### src/rtl/capture_run_sequencer_if.sv
// Control/status bundle between the capture run sequencer and the start logic,
// datapath, result-RAM write port and transfer unit.
interface capture_run_sequencer_if #(
  parameter int ADDR_WIDTH = 14,
  parameter int RUN_WIDTH  = 8
);
  logic                  start;
  logic [RUN_WIDTH-1:0]  num_runs;
  logic                  abort;
  logic                  xfer_done;
  logic                  dut_reset;
  logic                  dut_enable;
  logic                  ram_we;
  logic [ADDR_WIDTH-1:0] ram_addr;
  logic                  xfer_req;
  logic                  busy;
  logic                  done;
  logic [RUN_WIDTH-1:0]  run_index;

  // master: the sequencer itself
  modport master (
    input  start, num_runs, abort, xfer_done,
    output dut_reset, dut_enable, ram_we, ram_addr, xfer_req, busy, done, run_index
  );

  // slave: the surrounding start logic / datapath / transfer unit
  modport slave (
    output start, num_runs, abort, xfer_done,
    input  dut_reset, dut_enable, ram_we, ram_addr, xfer_req, busy, done, run_index
  );
endinterface

### src/rtl/capture_run_sequencer.sv
// Batched capture-run scheduler: flush, refill, capture RAM_DEPTH results,
// then hand the RAM to the transfer unit; repeated for each run of a batch.
module capture_run_sequencer #(
  parameter int ADDR_WIDTH   = 14,
  parameter int RAM_DEPTH    = 16384,
  parameter int PIPE_LATENCY = 8,
  parameter int FLUSH_CYCLES = 4,
  parameter int RUN_WIDTH    = 8
) (
  input  logic                    variable_clk_2,
  input  logic                    reset,
  capture_run_sequencer_if.master seq_io
);

  localparam int MAX_FP = (FLUSH_CYCLES > PIPE_LATENCY) ? FLUSH_CYCLES : PIPE_LATENCY;
  localparam int MAX_C  = (MAX_FP > RAM_DEPTH) ? MAX_FP : RAM_DEPTH;
  localparam int CNT_W  = $clog2(MAX_C + 1);

  typedef enum logic [2:0] {
    S_IDLE,
    S_FLUSH,
    S_FILL,
    S_CAPTURE,
    S_XFER
  } state_t;

  state_t                state_q;
  logic [CNT_W-1:0]      cnt_q;
  logic [RUN_WIDTH-1:0]  runs_q;
  logic [RUN_WIDTH-1:0]  run_idx_q;
  logic                  done_flag_q;

  logic                  dut_reset_q;
  logic                  dut_enable_q;
  logic                  ram_we_q;
  logic [ADDR_WIDTH-1:0] ram_addr_q;
  logic                  xfer_req_q;
  logic                  busy_q;
  logic                  done_q;
  logic [RUN_WIDTH-1:0]  run_index_q;

  always_ff @(posedge variable_clk_2) begin
    if (reset) begin
      state_q      <= S_IDLE;
      cnt_q        <= '0;
      runs_q       <= '0;
      run_idx_q    <= '0;
      done_flag_q  <= 1'b0;
      dut_reset_q  <= 1'b0;
      dut_enable_q <= 1'b0;
      ram_we_q     <= 1'b0;
      ram_addr_q   <= '0;
      xfer_req_q   <= 1'b0;
      busy_q       <= 1'b0;
      done_q       <= 1'b0;
      run_index_q  <= '0;
    end else begin
      // Outputs are a registered decode of the current state, so they trail it by one edge.
      dut_reset_q  <= (state_q == S_FLUSH);
      dut_enable_q <= (state_q == S_FILL) || (state_q == S_CAPTURE);
      ram_we_q     <= (state_q == S_CAPTURE);
      xfer_req_q   <= (state_q == S_XFER);
      busy_q       <= (state_q != S_IDLE);
      done_q       <= done_flag_q;
      run_index_q  <= run_idx_q;
      if (state_q == S_CAPTURE)
        ram_addr_q <= ADDR_WIDTH'(cnt_q);
      else if (state_q == S_XFER)
        ram_addr_q <= ADDR_WIDTH'(RAM_DEPTH - 1);
      else
        ram_addr_q <= '0;

      if (state_q == S_IDLE) begin
        cnt_q <= '0;
        if (seq_io.start) begin
          runs_q      <= (seq_io.num_runs == '0) ? RUN_WIDTH'(1) : seq_io.num_runs;
          run_idx_q   <= '0;
          done_flag_q <= 1'b0;
          state_q     <= S_FLUSH;
        end
      end else if (seq_io.abort) begin
        cnt_q   <= '0;
        state_q <= S_IDLE;
      end else begin
        unique case (state_q)
          S_FLUSH: begin
            if (cnt_q == CNT_W'(FLUSH_CYCLES - 1)) begin
              cnt_q   <= '0;
              state_q <= (PIPE_LATENCY == 0) ? S_CAPTURE : S_FILL;
            end else begin
              cnt_q <= cnt_q + 1'b1;
            end
          end
          S_FILL: begin
            if (cnt_q == CNT_W'(PIPE_LATENCY - 1)) begin
              cnt_q   <= '0;
              state_q <= S_CAPTURE;
            end else begin
              cnt_q <= cnt_q + 1'b1;
            end
          end
          S_CAPTURE: begin
            if (cnt_q == CNT_W'(RAM_DEPTH - 1)) begin
              cnt_q   <= '0;
              state_q <= S_XFER;
            end else begin
              cnt_q <= cnt_q + 1'b1;
            end
          end
          S_XFER: begin
            cnt_q <= '0;
            if (seq_io.xfer_done) begin
              if (run_idx_q + RUN_WIDTH'(1) < runs_q) begin
                run_idx_q <= run_idx_q + RUN_WIDTH'(1);
                state_q   <= S_FLUSH;
              end else begin
                done_flag_q <= 1'b1;
                state_q     <= S_IDLE;
              end
            end
          end
          default: begin
            cnt_q   <= '0;
            state_q <= S_IDLE;
          end
        endcase
      end
    end
  end

  assign seq_io.dut_reset  = dut_reset_q;
  assign seq_io.dut_enable = dut_enable_q;
  assign seq_io.ram_we     = ram_we_q;
  assign seq_io.ram_addr   = ram_addr_q;
  assign seq_io.xfer_req   = xfer_req_q;
  assign seq_io.busy       = busy_q;
  assign seq_io.done       = done_q;
  assign seq_io.run_index  = run_index_q;

endmodule

### src/flat_wrapper.sv
// flat-port wrapper written by rule: the top's interface ports become plain ports
module capture_run_sequencer_flat 
#(
  parameter int ADDR_WIDTH   = 14,
  parameter int RAM_DEPTH    = 16384,
  parameter int PIPE_LATENCY = 8,
  parameter int FLUSH_CYCLES = 4,
  parameter int RUN_WIDTH    = 8
)
  (variable_clk_2, reset, seq_io_start, seq_io_num_runs, seq_io_abort, seq_io_xfer_done, seq_io_dut_reset, seq_io_dut_enable, seq_io_ram_we, seq_io_ram_addr, seq_io_xfer_req, seq_io_busy, seq_io_done, seq_io_run_index);
  capture_run_sequencer_if #(.ADDR_WIDTH(ADDR_WIDTH), .RUN_WIDTH(RUN_WIDTH)) seq_io_i ();
  input  logic variable_clk_2;
  input  logic reset;
  input wire logic [$bits(seq_io_i.start)-1:0] seq_io_start;
  input wire logic [$bits(seq_io_i.num_runs)-1:0] seq_io_num_runs;
  input wire logic [$bits(seq_io_i.abort)-1:0] seq_io_abort;
  input wire logic [$bits(seq_io_i.xfer_done)-1:0] seq_io_xfer_done;
  output wire logic [$bits(seq_io_i.dut_reset)-1:0] seq_io_dut_reset;
  output wire logic [$bits(seq_io_i.dut_enable)-1:0] seq_io_dut_enable;
  output wire logic [$bits(seq_io_i.ram_we)-1:0] seq_io_ram_we;
  output wire logic [$bits(seq_io_i.ram_addr)-1:0] seq_io_ram_addr;
  output wire logic [$bits(seq_io_i.xfer_req)-1:0] seq_io_xfer_req;
  output wire logic [$bits(seq_io_i.busy)-1:0] seq_io_busy;
  output wire logic [$bits(seq_io_i.done)-1:0] seq_io_done;
  output wire logic [$bits(seq_io_i.run_index)-1:0] seq_io_run_index;
  assign seq_io_i.start = seq_io_start;
  assign seq_io_i.num_runs = seq_io_num_runs;
  assign seq_io_i.abort = seq_io_abort;
  assign seq_io_i.xfer_done = seq_io_xfer_done;
  assign seq_io_dut_reset = seq_io_i.dut_reset;
  assign seq_io_dut_enable = seq_io_i.dut_enable;
  assign seq_io_ram_we = seq_io_i.ram_we;
  assign seq_io_ram_addr = seq_io_i.ram_addr;
  assign seq_io_xfer_req = seq_io_i.xfer_req;
  assign seq_io_busy = seq_io_i.busy;
  assign seq_io_done = seq_io_i.done;
  assign seq_io_run_index = seq_io_i.run_index;
  capture_run_sequencer #(.ADDR_WIDTH(ADDR_WIDTH), .RAM_DEPTH(RAM_DEPTH), .PIPE_LATENCY(PIPE_LATENCY), .FLUSH_CYCLES(FLUSH_CYCLES), .RUN_WIDTH(RUN_WIDTH)) u_core (.variable_clk_2(variable_clk_2), .reset(reset), .seq_io(seq_io_i));
endmodule
### config.mk
export PLATFORM = sky130hd
export DESIGN_NAME = capture_run_sequencer_flat
export DESIGN_NICKNAME = d
export VERILOG_FILES = /design/src/rtl/capture_run_sequencer_if.sv /design/src/rtl/capture_run_sequencer.sv /design/src/flat_wrapper.sv
export SDC_FILE = /design/constraint.sdc
export NUM_CORES = 1
export LEC_CHECK = 0
export CORE_MARGIN = 4
export CORE_UTILIZATION = 30
export DETAILED_ROUTE_END_ITERATION = 12
export SYNTH_ARGS = -nofsm -noshare
export SYNTH_HDL_FRONTEND = slang
export SYNTH_SLANG_ARGS = --single-unit
### constraint.sdc
create_clock -name variable_clk_2 -period 3.76 [get_ports variable_clk_2]
set_clock_uncertainty 0.1 [all_clocks]
set_input_delay 0.752 -clock variable_clk_2 [delete_from_list [all_inputs] [get_ports variable_clk_2]]
set_output_delay 0.752 -clock variable_clk_2 [all_outputs]
set_load 0.05 [all_outputs]
Fig. 1: run 1, clock wires, drivers and flops
Drawn at 4 px/um.
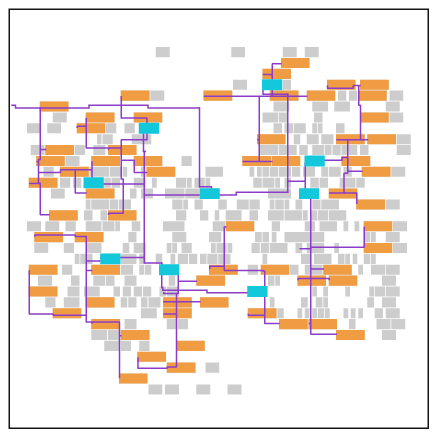
Cyan shows clock drivers, count 9. Purple shows clock wires, length 799 um. Orange shows flip-flops, count 63.
There are 10 routed clock nets.

Fig. 2: run 1, routing congestion
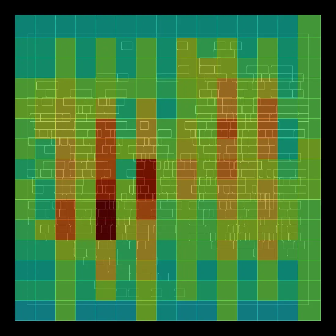
M3 GR Usage: 0.05028
average routed wire per standard cell: 13.11 um
final core utilization: 0.3877
GRT met1 Usage: 0.1336

==> notes.md, run 1 <==
run results: Post-DRT Antenna Nets 0, Clk. pwr around 530 uW, post-route cell area 3447 um^2, Routed met2 length 2617 um, core area 8891 um^2, cell type with the largest total area dfxtp_1, Yosys cell types ~55, Hold Startpoint u_core.runs_q[2], Post-synth ARST share 0, most numerous logic cell after layout dfxtp_1, Pins Over Slew Limit 0, flop count ~63, worst hold endpoint u_core.runs_q[2], most frequent cells in the layout 63 x dfxtp_1, 40 x clkdlybuf4s50_1, 24 x nand2_1, CTS Sinks 63, yosys xor share 0.05972, main logic family after synthesis simple AND/OR/NAND/NOR gates, ys cells 285, R2R Setup Slk ~0.85 ns, Sw Pwr roughly 550 uW, Adders+Majority by Area 0.04041, area delta synth->final 23.71%, relative slew slack 0.6253, Avg Inst Size Synth just under 10 um^2, nets between 300 and 400, status finished clean, met1 WL 2632 um, P_comb between 400 and 500 uW, initial DRC count 61, Post-Synthesis Cells roughly 290, worst-path maximum fanout 7, Worst R2R Path Depth 10, number of placement rows 34, syn_nets a little over 300, drt pass-1 iters 4, # fillers 899, sequential share of cell area 0.3659, n_taps 108, Signal buffers between 40 and 50, Critical Path Start u_core.run_idx_q[0], Dominant flop cell dfxtp_1, Root Buffer clkbuf_8, Final Non-Filler Cells around 440, largest class logic gates, chip height about 100 um
Fig. 3: run 1, metal layers overlaid
Drawn at 3 px/um.
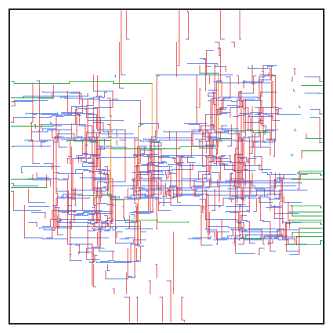
Blue shows metal 1, wire length 2630 um. Orange shows metal 4, wire length 110 um. Red shows metal 2, wire length 2620 um. Green shows metal 3, wire length 372 um.
via count: 2082
GRT Total Usage: 0.1138

==> run 1: critical path, delay by kind of cell, from the launching register on <==
family                   cells  cell delay, ns
AND-OR/OR-AND                4            0.92
flip-flops                   1            0.44
XOR/XNOR                     1            0.19
adder cells (fa/ha/maj)      2            0.49
AND/OR/NAND/NOR              2            0.29
multiplexers                 1            0.36
==> run 1: state kept, by name (all words and copies together) (netlist names) <==
name / count
u_core.cnt_q: 15
u_core.done_flag_q: 1
u_core.run_idx_q: 8
u_core.runs_q: 8
u_core.seq_io.busy: 1
u_core.seq_io.done: 1
u_core.seq_io.dut_enable: 1
u_core.seq_io.dut_reset: 1
u_core.seq_io.ram_addr: 14
u_core.seq_io.ram_we: 1
u_core.seq_io.run_index: 8
u_core.seq_io.xfer_req: 1
u_core.state_q: 3
Fig. 4: run 1, where the registers sit
Drawn at 3 px/um.
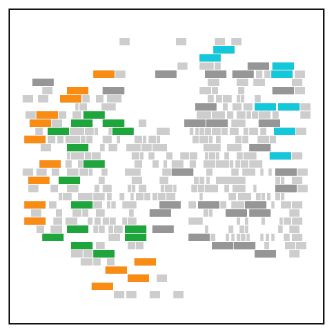

==> run 2, diff against run 1 <==
==> constraint.sdc (replaced) <==
create_clock -name variable_clk_2 -period 3 [get_ports variable_clk_2]
set_clock_uncertainty 0.1 [all_clocks]
set_input_delay 0.6 -clock variable_clk_2 [delete_from_list [all_inputs] [get_ports variable_clk_2]]
set_output_delay 0.6 -clock variable_clk_2 [all_outputs]
set_load 0.05 [all_outputs]
Fig. 5: run 2, where the registers sit
Drawn at 3 px/um.
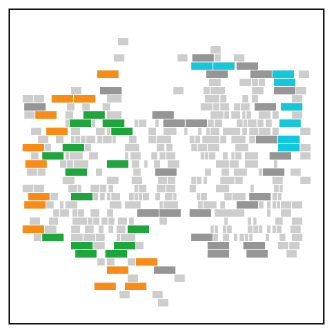
Orange shows u_core.seq_io.ram_addr, flops 14. Green shows u_core.cnt_q, flops 15, where middle left. Cyan shows u_core.seq_io.run_index, flops 8, where upper right.
Another 26 sequential cells are not coloured.

Fig. 6: run 2, metal layers overlaid
Drawn at 3 px/um.
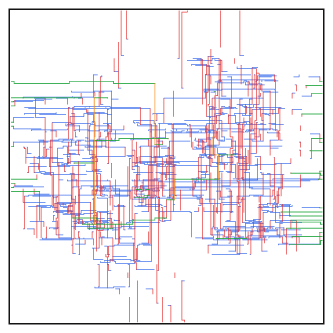
Red shows metal 2, wire length 2760 um. Orange shows metal 4, wire length 101 um. Blue shows metal 1, wire length 2650 um. Green shows metal 3, wire length 345 um.

Fig. 7: run 2, metal 3
Drawn at 3 px/um.
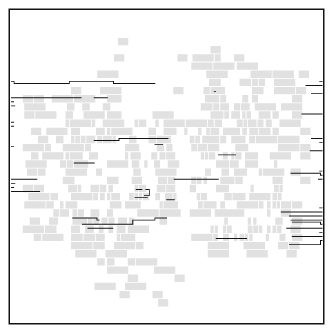
37 nets have wire on it. The wires run mostly horizontal. The layer carries 345 um of wire.
M3 GR Usage: 0.03849
drt total wl: 5855 um
via count: 2101

==> run 2 against run 1 <==
  * Non-clock buffer count up 1
  * Clock power rose by 24%
  * Worst hold slack improved by 0.0016 ns
  * Register-to-register slack got worse by 0.61 ns
  * Global-route usage rose by 0.081 points
  * Power grew 25%
  * Sequential cell count did not move
  * Via count is 0.91% higher
  * Largest cell class unchanged
==> notes.md, run 2 <==
run results: Hold Startpoint u_core.runs_q[4] (was u_core.runs_q[2]), crit path capture type flip-flop (unchanged), ys cells 285 (unchanged), Biggest register u_core.cnt_q (unchanged), unrepaired setup endpoints after global routing no (unchanged), GRT Total Usage 0.1146 (was 0.1138), Root Buffer clkbuf_8 (unchanged), Post-Syn Area 2786 um^2 (unchanged), Yosys cell types 55 (unchanged), Sw Pwr 705.1 uW (was 552.1 uW), chip height 104.4 um (unchanged), sequential share of cell area 0.3646 (was 0.3659), n_taps 108 (unchanged), crit path kind reg -> reg (unchanged), DP Worst Slack 0.1482 ns (was 0.8262 ns), nets 348 (was 347), CTS buffer count 9 (unchanged), worst-path maximum fanout 7 (unchanged), Hold Path Cell Cnt 2 (unchanged), Post-synth ARST share 0 (unchanged), Routed met2 length 2762 um (was 2617 um), Post-DRT Antenna Nets 0 (unchanged), max reg flops 15 (unchanged), kind of cell adding the most delay to the critical path simple AND/OR/NAND/NOR gates (was AND-OR/OR-AND gates), Final Power 2.147 mW (was 1.715 mW), drt pass-1 iters 6 (was 4), worst hold endpoint u_core.runs_q[4] (was u_core.runs_q[2]), NonClk Buf Share 0.1244 (was 0.1227), most common cell in the netlist dfxtp_1 (unchanged), CTS Buffer Depth 2 (unchanged), worst-margin pin slew 0.5618 ns (was 0.5600 ns), GRT met1 Usage 0.1360 (was 0.1336), Critical Path Start u_core.run_idx_q[0] (unchanged), Top area cell types dfxtp_1 45%, xor2_1 4.1%, a21o_1 4.0%, ha_1 4.0%, nand2_1 3.2% (unchanged), HPWL Detailed 4144 um (was 4078 um), sequential power 957 uW (was 763 uW), status finished clean (unchanged), yosys warns 0 (unchanged), largest class logic gates (unchanged), area delta synth->final 24.16% (was 23.71%), Clk. pwr 660 uW (was 531 uW), initial DRC count 60 (was 61), Comb/total area 0.4112 (was 0.4094), CP Cell Sequence buf_4, nand3_1, nor2_1, nand3_1, xnor2_2, ha_1, and3_1, o211ai_1, o211ai_2, a21oi_4, mux2_2 (was ha_1, and3_1, nand3_1, xnor2_1, ha_1, a21o_1, a21oi_1, o211ai_2, a21oi_4, mux2_2), final hold viol count 0 (unchanged), CTS Sinks 63 (unchanged), most frequent cells in the layout 63 x dfxtp_1, 40 x clkdlybuf4s50_1, 24 x nand2_1 (unchanged), Final Non-Filler Cells 439 (was 437), number of placement rows 34 (unchanged), Power per Cell Area 620.5 nW/um^2 (was 497.5 nW/um^2), Pins Over Slew Limit 0 (unchanged), share of layout cells above drive strength 1 0.1390 (was 0.1337), CP required 3.14 ns (was 3.88 ns), Crit-path slowest cell dfxtp_1 (unchanged), power share of the sequential group 0.446 (was 0.445), cell type with the largest total area dfxtp_1 (unchanged), critical path depth in cells 11 (was 10), syn_nets 307 (unchanged), core area 8891 um^2 (unchanged), worst vdd ir 0.2808 mV (was 0.2740 mV), fp_density 0.3134 (unchanged), Post-Synthesis Cells 285 (unchanged), average routed wire per standard cell 13.34 um (was 13.11 um), antenna violations before repair 0 (unchanged), Avg Inst Size Synth 9.777 um^2 (unchanged), met1 WL 2646 um (was 2632 um), Signal buffers 44 (was 43), post-route cell area 3460 um^2 (was 3447 um^2), R2R Setup Slk 0.24 ns (was 0.85 ns), relative slew slack 0.6241 (was 0.6253), Worst Path Buf+Inv 1 (was 0), Yosys reg bits 63 (unchanged), final core utilization 0.3891 (was 0.3877), flop count 63 (unchanged), P_comb 530 uW (was 421 uW), gr busiest metal met2 (unchanged), most numerous logic cell after layout dfxtp_1 (unchanged), Seq/Total Area, Yosys 0.4526 (unchanged), # fillers 884 (was 899), Dominant flop cell dfxtp_1 (unchanged), Worst R2R Path Depth 11 (was 10), largest net degree at the start of global routing 17 (unchanged)
## run 2: netlist changes by cell type in the layout (fill, tap and decap cells not counted)
cell      delta
a21oi_1      -1
a21oi_2      +1
buf_4        +1
clkbuf_1     +2
clkbuf_8     -1
xnor2_1      -1
xnor2_2      +1
## run 2: cells by family (layout without fill, tap and decap cells)
group,count (synthesis),in the layout,synth area share
flops,63,63,0.4526
simple gates,115,115,0.2380
compound gates,49,49,0.1401
buf+inv,23,69,0.04086
mux,7,7,0.02829
fa+ha+maj,9,9,0.04041
xor+xnor,19,19,0.05972
## run 2: what timing repair did
item / 4_1_cts / 5_1_grt
resized: 0 / 2
endpoints found under the hold margin: 0 / 0
endpoints found under the setup margin: 0 / 6
Fig. 8: run 2, routing congestion
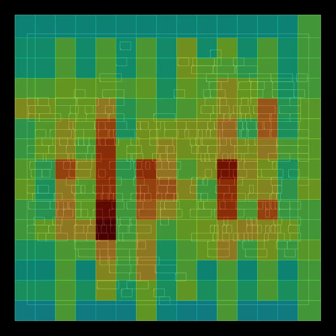

==> run 3, diff against run 2 <==
--- a/config.mk
+++ b/config.mk
@@ -8,6 +8,9 @@
 export CORE_MARGIN = 4
 export CORE_UTILIZATION = 30
 export DETAILED_ROUTE_END_ITERATION = 12
+export GPL_TIMING_DRIVEN = 1
+export RECOVER_POWER = 50
+export SLEW_MARGIN = 30
 export SYNTH_ARGS = -nofsm -noshare
 export SYNTH_HDL_FRONTEND = slang
 export SYNTH_SLANG_ARGS = --single-unit
Fig. 9: run 3, routing congestion
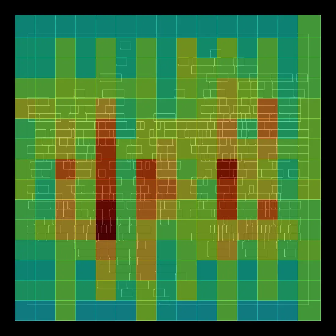
GRT Total Usage: 0.1146
GR Util met2: 0.1882
average routed wire per standard cell: 13.34 um
gr busiest metal: met2
final core utilization: 0.3878

Fig. 10: run 3, metal 3
Drawn at 3 px/um.
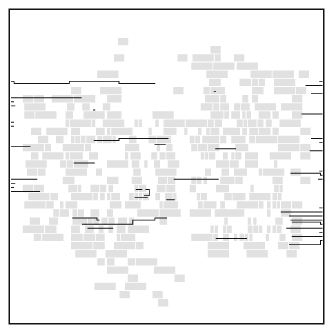
The layer carries 349 um of wire. 37 nets have wire on it.
via count: 2109

==> run 3 against run 2 <==
  * Wire length unchanged
  * Fmax is essentially flat
  * Synthesized area did not move
  * Sequential share of layout area rose by 0.12 points
  * Non-clock buffer count did not move
  * Register-to-register slack hardly changed
  * Sequential cell count unchanged
  * Combinational power fell by 0.8%
==> notes.md, run 3 <==
run results: max reg flops 15 (unchanged), placed cells 423 (unchanged), and+or+nand+nor area frac 0.2380 (unchanged), kind of cell adding the most delay to the critical path simple AND/OR/NAND/NOR gates (unchanged), GRT met1 Usage 0.1360 (unchanged), Avg Inst Size Synth 9.777 um^2 (unchanged), Power per Cell Area 621.1 nW/um^2 (was 620.5 nW/um^2), core area 8891 um^2 (unchanged), post-route cell area 3448 um^2 (was 3460 um^2), Dominant flop cell dfxtp_1 (unchanged), CTS tree yes (unchanged), Post-synth ARST share 0 (unchanged), antenna violations before repair 0 (unchanged), ys cells 285 (unchanged), nets 348 (unchanged), Critical Path Start u_core.run_idx_q[0] (unchanged), mux share 0.02829 (unchanged), share of layout cells above drive strength 1 0.1299 (was 0.1390), CTS buffer count 9 (unchanged), Seq/Total Area, Yosys 0.4526 (unchanged), Pins Over Slew Limit 0 (unchanged), Comb/total area 0.4126 (was 0.4112), syn_nets 307 (unchanged), Root Buffer clkbuf_8 (unchanged), most frequent cells in the layout 63 x dfxtp_1, 33 x clkdlybuf4s50_1, 24 x nand2_1 (was 63 x dfxtp_1, 40 x clkdlybuf4s50_1, 24 x nand2_1), crit path capture type flip-flop (unchanged), Adders+Majority by Area 0.04041 (unchanged), NonClk Buf Share 0.1216 (was 0.1244), Final Non-Filler Cells 439 (unchanged), area delta synth->final 23.75% (was 24.16%), worst-path maximum fanout 7 (unchanged), number of placement rows 34 (unchanged), CP Cell Sequence buf_4, nand3_1, nor2_1, nand3_1, xnor2_2, ha_1, and3_1, o211ai_1, o211ai_2, a21oi_4, mux2_2 (unchanged), worst-margin pin slew 0.7438 ns (was 0.5618 ns), Gate Area 1423 um^2 (unchanged), Worst Path Buf+Inv 1 (unchanged), flop count 63 (unchanged), yosys warns 0 (unchanged), # fillers 885 (was 884), status finished clean (unchanged), Crit-path slowest cell dfxtp_1 (unchanged), worst vdd ir 0.2806 mV (was 0.2808 mV), Register Area 1261 um^2 (unchanged), Final Power 2.142 mW (was 2.147 mW), largest class logic gates (unchanged), Post-Synthesis Cells 285 (unchanged), most common cell in the netlist dfxtp_1 (unchanged), main logic family after synthesis simple AND/OR/NAND/NOR gates (unchanged), drt total wl 5855 um (unchanged), Die Wd 104.4 um (unchanged), M3 GR Usage 0.03849 (unchanged), Hold Startpoint u_core.runs_q[4] (unchanged), HPWL Detailed 4144 um (unchanged), largest net degree at the start of global routing 17 (unchanged), critical path depth in cells 11 (unchanged), Yosys cell types 55 (unchanged), Top area cell types dfxtp_1 45%, xor2_1 4.1%, a21o_1 4.0%, ha_1 4.0%, nand2_1 3.2% (unchanged), DP Worst Slack 0.1482 ns (unchanged), final hold viol count 0 (unchanged), CTS Buffer Depth 2 (unchanged), cell type with the largest total area dfxtp_1 (unchanged), sequential share of cell area 0.3657 (was 0.3646), fp_density 0.3134 (unchanged), Post-Syn Area 2786 um^2 (unchanged), vias in the first global route 2158 (unchanged), Signal buffers 44 (unchanged), worst setup path endpoint u_core.run_idx_q[1] (unchanged), R2R Setup Slk 0.23 ns (was 0.24 ns), Post-DRT Antenna Nets 0 (unchanged), initial DRC count 57 (was 60), worst hold endpoint u_core.runs_q[4] (unchanged), Biggest register u_core.cnt_q (unchanged), Hold Path Cell Cnt 2 (unchanged), aoi share 0.1401 (unchanged), chip height 104.4 um (unchanged), most numerous logic cell after layout dfxtp_1 (unchanged), relative slew slack 0.5041 (was 0.6241), crit path kind reg -> reg (unchanged), CP required 3.14 ns (about the same), CTS Sinks 63 (unchanged), n_taps 108 (unchanged), Yosys reg bits 63 (unchanged), yosys xor share 0.05972 (unchanged)
Fig. 11: run 3, metal layers overlaid
Drawn at 3 px/um.
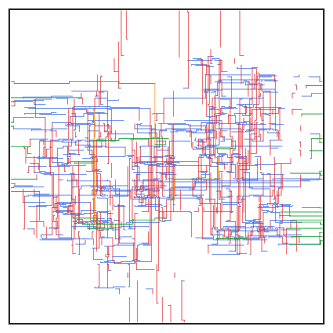
Orange shows metal 4, wire length 95.4 um. Blue shows metal 1, wire length 2640 um. Red shows metal 2, wire length 2770 um. Green shows metal 3, wire length 349 um.

## run 3: cell counts after synthesis
No cell type changed its count.
## run 3: where the power goes
| group | internal (mW) | switching (mW) |
|---|---|---|
| sequential | 0.900 | 0.0573 |
| clock | 0.342 | 0.316 |
| combinational | 0.196 | 0.330 |
## run 3: cells by family after synthesis
family	after synthesis
compound gates	49
xor+xnor	19
buf+inv	23
mux	7
fa+ha+maj	9
flops	63
simple gates	115
## run 3: repair_timing
action | CTS | global route
buffers inserted | 0 | 0
hold endpoints to repair | 0 | 0
gates resized | 0 | 2
endpoints found under the setup margin | 0 | 6
## run 3: layer usage
layer	routed length, um	vias up	part of all wire
li1	-	1067	-
met4	95	0	0.016
met5	0	-	0
met1	2637	979	0.45
met2	2773	52	0.47
met3	348	11	0.059
Power figures rest on the tool's default switching activity, not on a simulated workload.
